**Pin placement**

Drawn at 4 px/um. Pins as bars across the die edge, other pins in gray.
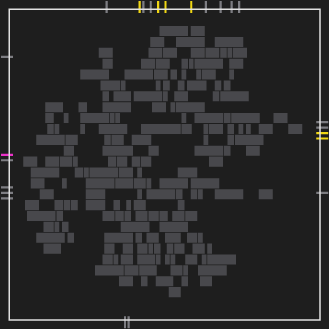
**Placed cells, one color a class**

Drawn at 4 px/um. Fill, decap, tap and diode cells in gray.
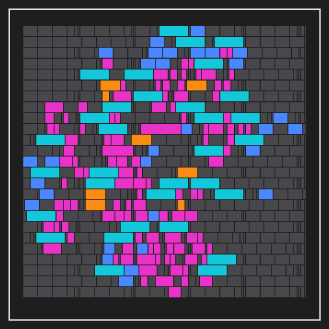
Design collision_detector, sky130hd; sources not shown.
==> results.yml <==
# flow metrics
job:
  drv_cap: 0
placed_design:
  pre_cts_ws_ns: 0.125
  dp_hpwl_um: 2240
  dp_cells: 242
synthesis:
  synth_area_per_cell_sq_um: 9.44
  top_area_frac: 0.450
  numSynthFlops: 32
  synth_top_cell_by_area: "dfxtp_1"
  syn_inst: 151
  xor_share: 0.0553
  yosysMostFrequentCell: "dfxtp_1"
  aoi_share: 0.114
  edf_count: 0
  simple_gate_share: 0.244
  synth_warnings: 0
  top_cells_by_area: "dfxtp_1 (45%), nor2_1 (4.7%), a21oi_1 (4.6%)"
  ys_top_cells_by_count: "dfxtp_1 (32), nor2_1 (18), a21oi_1 (13), nand2_1 (13), nand3_1 (8)"
  synthAdderAreaFrac: 0.0439
  floorplan.nets: 170
  ys_chip_area_sq_um: 1430
  mux_share: 0.0421
  ys_types: 38
  top_logic_kind: "simple AND/OR/NAND/NOR gates"
clock_network:
  clk_pin_slew_ns: 0.07
  numCtsBuffers: 5
  clk_root_buffer_cell: "clkbuf_8"
  clockBufferDepth: 2
  cts.sinks: 32
  clock.latency.late_pin_ns: 0.28
  cts_tree: "yes"
sta:
  rsz0062_at_grt: "false"
  period_used_share: 0.950
  period_needed_ns: 2.47
  finalHoldViolations: 0
  slew_headroom: 0.666
  finalMaxSlewViolations: 0
  worst_slew_pin_slew_ns: 0.488
  fin_ws_ns: 0.130
  fmax_mhz: 405
  fin_setup_tns_ns: 0
  fin_skew_ns: 0.00455
cells_and_area:
  largest_reg_flops: 8
  comb_area_sq_um: 717
  instances_no_fill: 250
  antenna_cells: 0
  syn2layout_area_growth_pct: 29.1
  n_fill_cell: 511
  flop_area_sq_um: 641
global_route:
  grt_pass1_vias: 1181
  grt_usage: 0.110
  grt_max_degree: 13
  grt_antenna_before_repair: 0
critical_path:
  reg2reg_slack_ns: 0.76
  critical_path.cell_chain: "inv_1 > ha_1 > nor3b_2 > nand2_1 > clkdlybuf4s50_1"
  critPathSlowestCell: "clkdlybuf4s50_1"
  crit_fanout: 3
  path_class: "register to output pin"
  cp_slowest_stage_delay_ns: 0.50
  reg2reg_depth: 7
  crit_arrival_ns: 1.69
  endpoint_kind: "output pin"
  cp-start-kind: "register"
pwr:
  seq_power_share: 0.410
  pwr-share-clk: 0.261
  swShare: 0.318
  power_density_nw_per_um2: 802
  comb_power_share: 0.329
  p_switching_uw: 469
drt:
  wl_um: 3000
  avgViaCountPerCell: 4.59
  drt_iter0_drc: 49
  vias: 1148
  drc_errors: 0
  avgRoutedWirePerCell_um: 12.0
worst_hold_path:
  min_path_cells: 2
outcome:
  status: "complete, no violations"
floorplan:
  ioPinCount: 24
  die_area_sq_um: 5980
Back to the opening pictures, 'pin placement':
`enemy_px_i`: marked magenta, pins 1, direction input, edge left. `enemy_id_i`: marked yellow, pins 6, direction input, edge 4 top, 2 right.
All pins by edge: 11 top, 6 left, 5 right, 2 bottom.
Port Buffers: 23
Die Width: 77.3 um
Die Ht: 77.3 um

Back to the opening pictures, 'placed cells, one color a class':
clock drivers and dummy loads: marked orange, cells 8. remaining logic cells: marked magenta, cells 113. remaining buffers and delay cells: marked blue, cells 30. registers: marked cyan, cells 32.
sequential share of cell area: 0.348
Core Area: 4820 sq um

power groups by stage:
stage / registers (mW) / clock network, mW / logic (mW)
global placement: 0.608 / 0 / 0.467
CTS: 0.602 / 0.401 / 0.481
detailed placement: 0.612 / 0 / 0.474
global route: 0.612 / 0.430 / 0.535
finish: 0.605 / 0.385 / 0.485
floorplan: 0.596 / 0 / 0.304
critical path, delay by kind of cell (launching register included):
family | cells | cell delay [ns]
buffers and inverters | 2 | 0.59
and+or+nand+nor | 2 | 0.26
DFF | 1 | 0.36
adders and majority gates | 1 | 0.21
final cells by class:
cell class                 count  area share
tap                           67      0.0456
multi-input combinational    107       0.390
clock inverter                 2     0.00544
clock buffer                   6      0.0449
sequential                    32       0.348
timing repair buffer          30       0.154
inverter                       6      0.0122
through the flow:
| step | utilization | total power [mW] | instance area (sq um) | hold WS (ns) |
|---|---|---|---|---|
| 3_3_place_gp | 0.362 | 1.08 | 1740 | 0.448 |
| 4_1_cts | 0.381 | 1.48 | 1830 | 0.456 |
| 3_5_place_dp | 0.362 | 1.09 | 1740 | 0.448 |
| 2_1_floorplan | - | 0.899 | 1430 | 0.440 |
| 6_report | 0.382 | 1.48 | 1840 | 0.453 |
| 5_1_grt | 0.382 | 1.58 | 1840 | 0.483 |
metal layers:
metal  GRT usage  share of wire
met4      0.0374          0.014
met1       0.132           0.46
met3      0.0441          0.040
met5           0              0
met2       0.177           0.48
what timing repair did:
item                       4_1_cts  5_1_grt
hold buffers                     0        0
resized                          0        1
setup endpoints to repair        0        1
buffers inserted                 0        0
Power and IR drop assume default switching activity.
